==> run_1/placement_by_type.png <==
Fill, decap, tap and diode cells in grey.
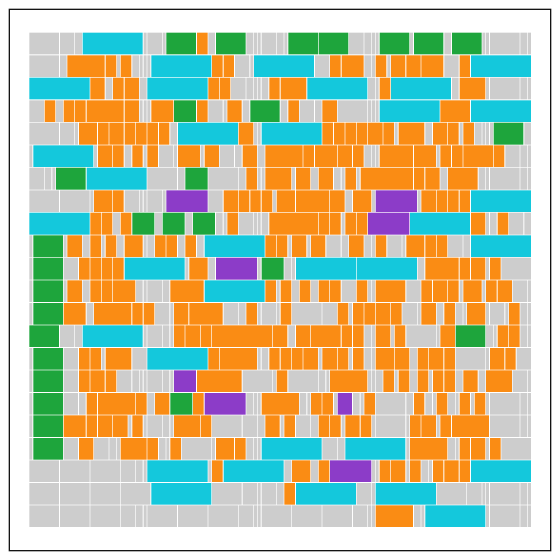
==> run_1/io_placement.png <==
Pins as bars across the die edge, other pins in grey.
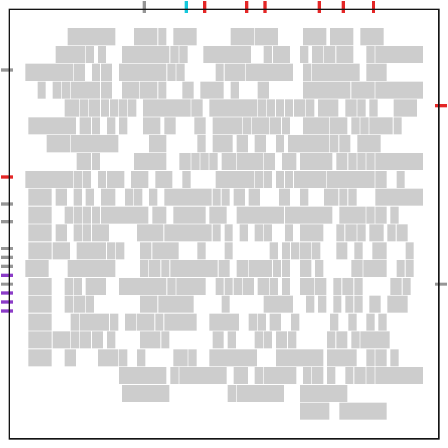
==> run_1/clk_routes.png <==
Scale bar: 20 um.
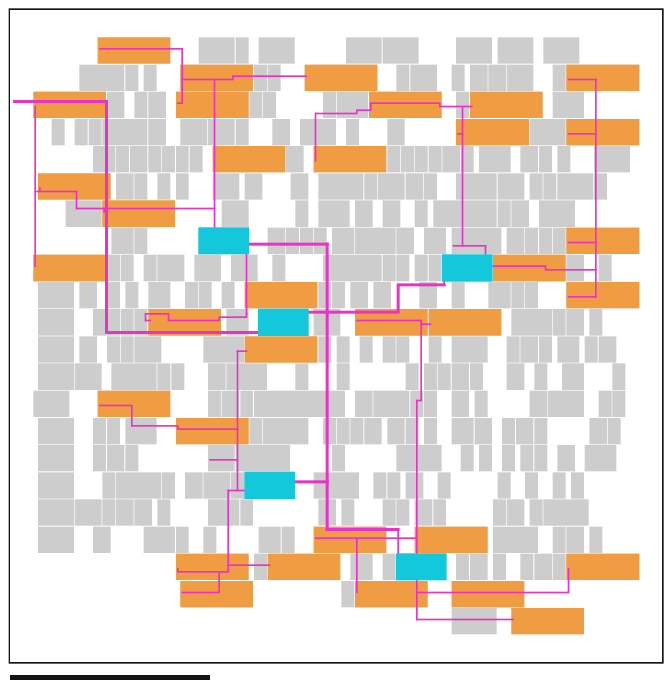
$ cat src/rtl/seq_mult.sv
// ---------------------------------------------------------------------------
// seq_mult -- sequential shift-add multiplier, unsigned or two's-complement.
//
// One multiplier bit is consumed per clock (LSB first), so an operation takes
// exactly WIDTH cycles in BUSY regardless of the operand values. Signed
// operands are reduced to magnitudes up front and the final product is
// negated when exactly one operand was negative.
//
// Ports:
//   clk      in   1        rising-edge clock
//   rst      in   1        synchronous, active-high reset
//   start    in   1        begin an operation (accepted in IDLE or DONE)
//   sgn      in   1        0 = unsigned, 1 = signed; captured with start
//   a        in   WIDTH    multiplicand; captured with start
//   b        in   WIDTH    multiplier; captured with start
//   busy     out  1        high for the WIDTH cycles of an operation
//   done     out  1        one-cycle pulse, product valid
//   product  out  2*WIDTH  result register, held until the next completion
// ---------------------------------------------------------------------------
module seq_mult #(
    parameter int WIDTH = 4
) (
    input  logic               clk,
    input  logic               rst,
    input  logic               start,
    input  logic               sgn,
    input  logic [WIDTH-1:0]   a,
    input  logic [WIDTH-1:0]   b,
    output logic               busy,
    output logic               done,
    output logic [2*WIDTH-1:0] product
);

    localparam int CNT_W = $clog2(WIDTH + 1);

    localparam logic [1:0] S_IDLE = 2'd0;
    localparam logic [1:0] S_BUSY = 2'd1;
    localparam logic [1:0] S_DONE = 2'd2;

    logic [1:0]         state_q,   state_d;
    logic [2*WIDTH-1:0] mcand_q,   mcand_d;
    logic [WIDTH-1:0]   mplier_q,  mplier_d;
    logic [2*WIDTH-1:0] acc_q,     acc_d;
    logic               neg_q,     neg_d;
    logic [CNT_W-1:0]   count_q,   count_d;
    logic [2*WIDTH-1:0] product_q, product_d;

    logic               a_neg;
    logic               b_neg;
    logic [WIDTH-1:0]   a_mag;
    logic [WIDTH-1:0]   b_mag;
    logic [2*WIDTH-1:0] acc_sum;

    // Magnitudes fit in WIDTH unsigned bits even for -2^(WIDTH-1): negating
    // that pattern yields the same bits, which read unsigned as 2^(WIDTH-1).
    always_comb begin
        a_neg   = sgn & a[WIDTH-1];
        b_neg   = sgn & b[WIDTH-1];
        a_mag   = a_neg ? -a : a;
        b_mag   = b_neg ? -b : b;
        acc_sum = mplier_q[0] ? (acc_q + mcand_q) : acc_q;
    end

    // Next-state logic. The multiplicand is pre-shifted each cycle so the
    // accumulator only ever adds a full-width value.
    always_comb begin
        state_d   = state_q;
        mcand_d   = mcand_q;
        mplier_d  = mplier_q;
        acc_d     = acc_q;
        neg_d     = neg_q;
        count_d   = count_q;
        product_d = product_q;

        case (state_q)
            S_IDLE, S_DONE: begin
                if (start) begin
                    mcand_d  = {{WIDTH{1'b0}}, a_mag};
                    mplier_d = b_mag;
                    acc_d    = '0;
                    neg_d    = a_neg ^ b_neg;
                    count_d  = CNT_W'(WIDTH);
                    state_d  = S_BUSY;
                end else begin
                    state_d  = S_IDLE;
                end
            end
            S_BUSY: begin
                acc_d    = acc_sum;
                mcand_d  = mcand_q << 1;
                mplier_d = mplier_q >> 1;
                count_d  = count_q - CNT_W'(1);
                // Last iteration: the result goes straight to the output
                // register so product only changes on the completing edge.
                if (count_q == CNT_W'(1)) begin
                    product_d = neg_q ? -acc_sum : acc_sum;
                    state_d   = S_DONE;
                end
            end
            default: begin
                state_d = S_IDLE;
            end
        endcase
    end

    // State registers; reset clears everything, including the result.
    always_ff @(posedge clk) begin
        if (rst) begin
            state_q   <= S_IDLE;
            mcand_q   <= '0;
            mplier_q  <= '0;
            acc_q     <= '0;
            neg_q     <= 1'b0;
            count_q   <= '0;
            product_q <= '0;
        end else begin
            state_q   <= state_d;
            mcand_q   <= mcand_d;
            mplier_q  <= mplier_d;
            acc_q     <= acc_d;
            neg_q     <= neg_d;
            count_q   <= count_d;
            product_q <= product_d;
        end
    end

    assign busy    = (state_q == S_BUSY);
    assign done    = (state_q == S_DONE);
    assign product = product_q;

endmodule

$ cat config.mk
export PLATFORM = sky130hd
export DESIGN_NAME = seq_mult
export DESIGN_NICKNAME = d
export VERILOG_FILES = /design/src/rtl/seq_mult.sv
export SDC_FILE = /design/constraint.sdc
export NUM_CORES = 1
export LEC_CHECK = 0
export ABC_AREA = 1
export CAP_MARGIN = 20
export CORE_MARGIN = 2
export CORE_UTILIZATION = 56
export DETAILED_ROUTE_END_ITERATION = 16
export PLACE_DENSITY = 0.79
export SKIP_LAST_GASP = 1
export SLEW_MARGIN = 5
export SYNTH_ARGS = -nofsm -noshare
export SYNTH_HDL_FRONTEND = slang
export SYNTH_SLANG_ARGS = --single-unit
$ cat constraint.sdc
create_clock -name clk -period 2.4 [get_ports clk]
set_clock_uncertainty 0.15 [all_clocks]
set_input_delay 0.6 -clock clk [delete_from_list [all_inputs] [get_ports clk]]
set_output_delay 0.6 -clock clk [all_outputs]
set_load 0.005 [all_outputs]
==> flow_summary_export.csv, run 1 <==
group,metric,value,unit
floorplanning,initCoreUtil,57.9,%
clocking,cts.htree.levels,2,
finish,nets,354,
critical_path,cp-end-kind,"output pin",
detailed_routing,dr.max_layer_used,"met4",
timing,hold_viol,0,
critical_path,cp.arrival,1.52,ns
global_routing,gr-total-overflow,0,
worst_hold_path,hold_path_class,"flop to flop",
finish,diodes,0,
timing,finalSetupTns,0,ns
clocking,cts_buffer_depth,2,
timing,finalSetupViolations,0,
detailed_routing,wl_per_cell,11.0,um
finish,regArea,681,um^2
clocking,cts_hold_buffers,0,
floorplanning,coreArea,0.00363,mm^2
logic_synthesis,yosysWarnings,0,
timing,fmax,441,MHz
critical_path,worst-path-max-fanout,3,
finish,post-route-util,67.9,%
detailed_routing,drc,0,
timing,maxSlewHeadroom,72.3,%
detailed_routing,wl_met1,1970,um
timing,tightest_slew,0.414,ns
logic_synthesis,synth_cell_types,38,
timing,finalMaxSlewViolations,0,
clocking,root_buffer,"clkbuf_8",
logic_synthesis,seq_area_frac_synth,32.4,%
finish,fillerInstances,338,
logic_synthesis,syn-instance-count,304,
clocking,clk_pin_slew,0.07,ns
clocking,tritoncts,"yes",
critical_path,critPathRequiredTime,1.65,ns
detailed_routing,drt-initial-drc-count,54,
critical_path,rr_worst_depth,11,
detailed_routing,via_per_inst,5.02,
power,max-vdd-ir-drop,311,uV
detailed_routing,vias,1897,
logic_synthesis,ys_ff,34,
timing,holdWs,0.319,ns
placement,placed_area,0.00237,mm^2
timing,rsz0062_at_grt,"false",
clocking,clock_latency,0.29,ns
detailed_routing,wirelength,4170,um
timing,finalCritPeriodShare,94.4,%
finish,area_growth,17.3,%
detailed_routing,dr.pass1.iters,4,
global_routing,first_global_vias,1748,
clocking,cts.sinks,34,
logic_synthesis,ys_area,0.00210,mm^2
power,total_power,1.33,mW
outcome,outcome,"complete, no violations",
critical_path,startpoint_type,"flop",
finish,lay_top_cells,"83 x nand2_1, 45 x inv_1, 34 x dfxtp_1",
floorplanning,io_pins,22,
placement,gp_congestion,0.838,
detailed_routing,wl_met2,2030,um
finish,combGateArea,0.00119,mm^2
floorplanning,die-area,0.00426,mm^2
placement,place_hpwl,3300,um
logic_synthesis,syn_area_per_cell,6.91,um^2
power,leakage,1.13,nW
## Picture notes: placement_by_type.png
class	colour	cells
remaining buffers and delay cells	green	28
combinational and other logic	orange	260
sequential cells	cyan	34
clock drivers and dummy loads	purple	8

## Picture notes: io_placement.png
port	colour	pins	direction	edge
`done`	cyan	1	output	north
`product`	red	8	output	6 north, 1 west, 1 east
`a`	purple	4	input	west
all pins by edge	12 west, 8 north, 2 east
DIE HEIGHT: 65.3 um
Die Wd: 65.3 um
Buffers on Ports: 21

## Picture notes: clk_routes.png
[clock drivers] cyan | count: 5
[flip-flops] orange | count: 34
[clock wires] magenta | length: 463 um
flops lie	all over the die
routed clock nets	6
Clock group: 446 uW
clock group share of total power: 33.6%

==> run 1: logic make-up after synthesis <==
logic type | Yosys count | synth area share [%]
xor gates and xnor gates | 3 | 1.25
AOI/OAI and AO/OA | 56 | 16.2
DFF | 34 | 32.4
and+or+nand+nor | 141 | 31.0
buffers and inverters | 57 | 11.1
adders and majority gates | 13 | 8.10
==> run 1: what timing repair did <==
| item | CTS | global route |
|---|---|---|
| buffers inserted | 0 | 0 |
| setup endpoints to repair | 0 | 1 |
| resized | 0 | 1 |
| endpoints found under the hold margin | 0 | 0 |
==> run 1: path summary, 6_finish.rpt <==
check,from,end,slack [ns]
worst max-delay path,state_q[0]$_SDFFE_PP0P_,busy,0.13
worst min-delay path,mplier_q[3]$_SDFFE_PP0P_,mplier_q[3]$_SDFFE_PP0P_,0.32
worst max register to register,mcand_q[0]$_SDFFE_PP0P_,product[6]$_SDFFE_PP0P_,0.15
worst min register to register,mplier_q[3]$_SDFFE_PP0P_,mplier_q[3]$_SDFFE_PP0P_,0.32
==> run 1: layout make-up <==
class	instances	share of cell area, %
clock inverter	2	0.507
sequential	34	27.6
clock buffer	6	3.35
tap	48	2.44
inverter	47	7.15
timing repair buffer	28	10.7
multi-input combinational	213	48.3
==> run 1: synth_stat cells, drive strengths merged <==
cell type / instances / area share, %
fa: 1 / 0.95
nand3: 24 / 7.5
clkbuf: 7 / 1.7
nand2: 86 / 16
xnor2: 2 / 0.83
and2: 1 / 0.30
a221oi: 1 / 0.42
o21ai: 14 / 4.0
clkinv: 1 / 0.18
or2: 2 / 0.60
inv: 46 / 8.2
a211oi: 1 / 0.36
a31oi: 5 / 1.5
buf: 3 / 0.95
nor2: 25 / 5.9
ha: 12 / 7.1
xor2: 1 / 0.42
nand4: 1 / 0.30
o211ai: 5 / 1.8
o221ai: 2 / 0.83
o22ai: 1 / 0.30
nor3: 2 / 0.48
dfxtp: 34 / 32
a21oi: 24 / 5.9
o31ai: 3 / 1.1
==> run 1: where the power goes <==
group | internal [mW] | switching, mW
logic | 0.111 | 0.160
registers | 0.591 | 0.0209
clock network | 0.231 | 0.216
total | 0.933 | 0.396
==> run 1: worst max-delay path, stage by stage, from the launching register on <==
cell             delay (ns)
dfxtp_1                0.33
inv_1                  0.05
nor2_1                 0.27
clkdlybuf4s50_1        0.57
==> run 1: through the flow <==
stage          worst slack, ns  instances
3_5_place_dp             0.101        370
2_1_floorplan            0.258        304
3_3_place_gp             0.175        370
6_report                 0.134        378
4_1_cts                 0.0919        378
5_1_grt                0.00571        378
==> run 1: registers in the layout, indices dropped and copies added (netlist names) <==
signal and flops:
state_q 2, product 8, acc_q 8, neg_q 1, mplier_q 4, count_q 3
mcand_q 8
==> run 1: per-layer routing <==
| layer | up-vias | global-route usage (%) |
|---|---|---|
| met4 | 0 | 7.29 |
| met5 | - | 0 |
| li1 | 1033 | - |
| met3 | 6 | 4.79 |
| met1 | 835 | 26.4 |
| met2 | 23 | 39.3 |
==> run_1/placement.png <==
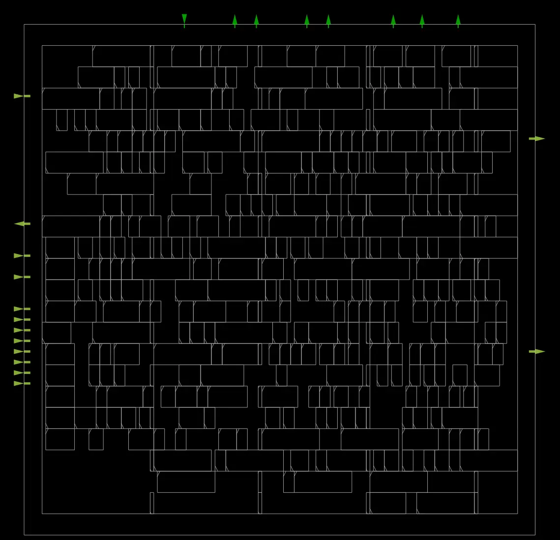

==> inputs of run 2 (changes only) <==
--- a/config.mk
+++ b/config.mk
@@ -7,8 +7,8 @@
 export LEC_CHECK = 0
 export ABC_AREA = 1
-export CAP_MARGIN = 20
 export CORE_MARGIN = 2
 export CORE_UTILIZATION = 56
 export DETAILED_ROUTE_END_ITERATION = 16
+export GPL_TIMING_DRIVEN = 0
 export PLACE_DENSITY = 0.79
 export SKIP_LAST_GASP = 1
==> constraint.sdc (replaced) <==
create_clock -name clk -period 2.4 [get_ports clk]
set_clock_uncertainty 0.15 [all_clocks]
set_input_delay 0.6 -clock clk [delete_from_list [all_inputs] [get_ports clk]]
set_output_delay 0.6 -clock clk [all_outputs]
set_load 0.05 [all_outputs]
==> run_2/placement.png <==
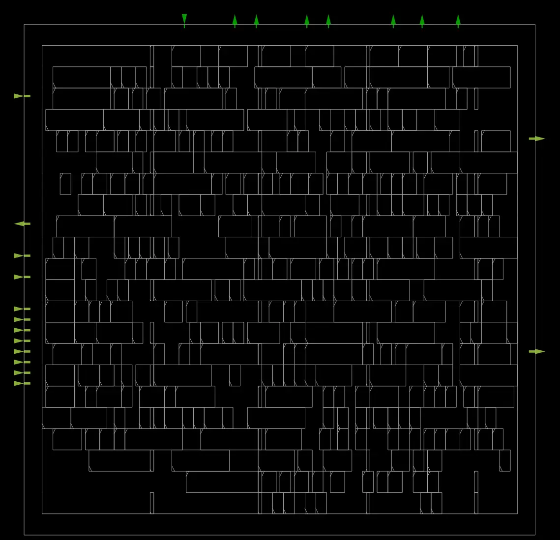
n_taps: 48
Finished Core Util: 68.0%
fillcell total: 348
CORE AREA: 0.00363 mm^2
Seq cells: 34

==> run_2/placement_by_type.png <==
Fill, decap, tap and diode cells in grey.
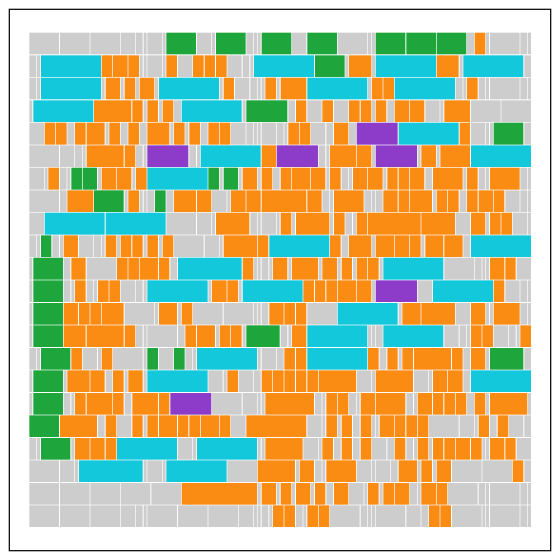
class	colour	cells
sequential cells	cyan	34
clock drivers and dummy loads	purple	6
remaining buffers and delay cells	green	30
combinational and other logic	orange	260

==> flow_summary_export.csv, run 2 <==
group,metric,value,unit
job,cap_viol_max_count,0,
detailed_routing,via_per_inst,5.27,
detailed_routing,wirelength,4490,um
detailed_routing,dr.pass1.iters,4,
timing,tightest_slew,0.567,ns
finish,area_growth,17.6,%
logic_synthesis,ys_area,0.00210,mm^2
logic_synthesis,synth-main-ff-cell,"dfxtp_1",
finish,lay_top_cells,"83 x nand2_1, 45 x inv_1, 32 x dfxtp_1",
logic_synthesis,syn-instance-count,304,
detailed_routing,vias,1991,
placement,portBuffers,20,
detailed_routing,drc,0,
power,power_density,534,mW/mm^2
logic_synthesis,yosysWarnings,0,
clocking,cts_made_buffers,5,
finish,lay_top_count,"nand2_1",
floorplanning,die-area,0.00426,mm^2
finish,nets,356,
floorplanning,num_rows,22,
timing,min_period,2.32,ns
timing,fmax,431,MHz
logic_synthesis,top_cell_area_share,32.4,%
logic_synthesis,ys_cells,304,
critical_path,startpoint_type,"flop",
clocking,cts.sinks,34,
logic_synthesis,topCellsByArea,"dfxtp_1 32%, nand2_1 15%, inv_1 8.0%",
logic_synthesis,syn_area_per_cell,6.91,um^2
job,warning_count,27,
timing,hold_viol,0,
clocking,root_buffer,"clkbuf_8",
timing,maxSlewHeadroom,62.2,%
logic_synthesis,fp_nets,329,
logic_synthesis,yosysMostFrequentCell,"nand2_1",
global_routing,grt_antenna_before_repair,0,
finish,diodes,0,
global_routing,grt_usage,22.8,%
power,leakage,1.12,nW
critical_path,cp_slowest_stage_delay,0.50,ns
critical_path,cp.arrival,2.35,ns
clocking,clk_pin_slew,0.06,ns
detailed_routing,drtAntennaViolNets,0,
logic_synthesis,yosys.area.top_type,"dfxtp_1",
finish,final_layout_size_suffix_gt1_share,10.9,%
critical_path,path_cells,"ha_4 -> fa_1 -> o21ai_2 -> ha_2 -> nand3_2 -> nor2_2 -> nand3_1 -> nand2_1 -> nor2_1 -> o21ai_1 -> inv_1",
logic_synthesis,netlist_area,0.00210,mm^2
power,max-vdd-ir-drop,373,uV
placement,place_hpwl,3430,um
logic_synthesis,ys_ff,34,
detailed_routing,wl_per_cell,11.9,um
worst_hold_path,hold_path_class,"flop to flop",
critical_path,worst-path-max-fanout,3,
floorplanning,io_pins,22,
critical_path,cp_slowest_cell,"fa_1",
outcome,outcome,"complete, no violations",
placement,gp_congestion,0.893,
timing,finalCritPeriodShare,96.7,%
floorplanning,die_h,65.3,um
logic_synthesis,synth_cell_types,38,
timing,finalMaxSlewViolations,0,
floorplanning,initCoreUtil,57.9,%
logic_synthesis,seq_area_frac_synth,32.4,%
global_routing,grt_pass1_wl,7570,um
detailed_routing,drt-initial-drc-count,120,
global_routing,gr-total-overflow,0,
clocking,tritoncts,"yes",
clocking,clock_latency,0.29,ns
critical_path,cp-end-kind,"flop",
critical_path,critPathRequiredTime,2.43,ns
power,total_power,1.32,mW
clocking,cts.htree.levels,2,
clocking,cts_buffer_depth,2,
logic_synthesis,common_cells,"83 x nand2_1, 45 x inv_1, 34 x dfxtp_1, 23 x a21oi_1, 21 x nor2_1",
global_routing,grt_start_max_net_pins,11,
critical_path,path_class,"flop to flop",
logic_synthesis,synth-edff-count,0,
timing,finalSetupViolations,0,
global_routing,first_global_vias,1831,
logic_synthesis,async_reset_ff_share,0,%
floorplanning,die_width,65.3,um
==> run 2: timing repair <==
item,4_1_cts,5_1_grt
hold buffers,0,0
gates resized,4,7
setup endpoints to repair,1,4
pin swaps,0,4
buffers inserted,0,0
==> run 2: through the flow <==
stage          cell area, um^2  hold slack (ns)  instances  setup TNS, ns  setup WS, ns
2_1_floorplan             2100            0.295        304              0         0.258
3_3_place_gp              2360            0.309        372         -0.144        -0.144
3_5_place_dp              2360            0.313        372         -0.174        -0.174
4_1_cts                   2450            0.321        378              0        0.0567
5_1_grt                   2470            0.338        378        -0.0341       -0.0341
6_report                  2470            0.323        378              0        0.0795
==> run 2: area by class of cell <==
type / instances / area (um^2) / share of cell area, %
multi-input cells: 213 / 1210 / 49.0
flip-flops and latches: 34 / 683 / 27.6
repair buffers: 20 / 201 / 8.15
inverters: 47 / 176 / 7.14
clock buffers: 6 / 82.6 / 3.34
well taps: 48 / 60.1 / 2.43
plain buffers: 10 / 57.6 / 2.33
==> run 2: power by group <==
part           internal (mW)  switching (mW)  leakage [nW]
Sequential             0.592          0.0194         0.277
Combinational          0.107           0.191         0.799
Clock                  0.221           0.190        0.0431
==> run 2: path summary, 6_finish.rpt <==
kind / from / end / slack [ns] / depth (start not counted)
hold reg to reg: mplier_q[3]$_SDFFE_PP0P_ / mplier_q[3]$_SDFFE_PP0P_ / 0.32 / 2
setup reg to reg: mcand_q[0]$_SDFFE_PP0P_ / product[6]$_SDFFE_PP0P_ / 0.08 / 11
hold / removal: mplier_q[3]$_SDFFE_PP0P_ / mplier_q[3]$_SDFFE_PP0P_ / 0.32 / 2
setup / recovery: mcand_q[0]$_SDFFE_PP0P_ / product[6]$_SDFFE_PP0P_ / 0.08 / 11
==> run 2: worst max-delay path: cells and delay by family (launching register included) <==
family | cells | cell delay [ns]
flops | 1 | 0.34
simple gates | 5 | 0.46
fa+ha+maj | 3 | 0.90
compound gates | 2 | 0.32
buf+inv | 1 | 0.05
==> run 2: logic make-up after synthesis <==
family	Yosys count	synth area share [%]
flip-flops	34	32.4
AND/OR/NAND/NOR	141	31.0
AND-OR/OR-AND	56	16.2
buffers and inverters	57	11.1
XOR/XNOR	3	1.25
adder cells (fa/ha/maj)	13	8.10
==> run 2: layer usage <==
| layer | vias up | track usage (%) | part of all wire [%] |
|---|---|---|---|
| li1 | 1037 | - | - |
| met1 | 907 | 26.5 | 45 |
| met5 | - | 0 | 0 |
| met2 | 39 | 41.1 | 50 |
| met4 | 0 | 8.85 | 1.7 |
| met3 | 8 | 4.11 | 3.9 |
No activity file was given, so power comes from the tool's default toggle rates.
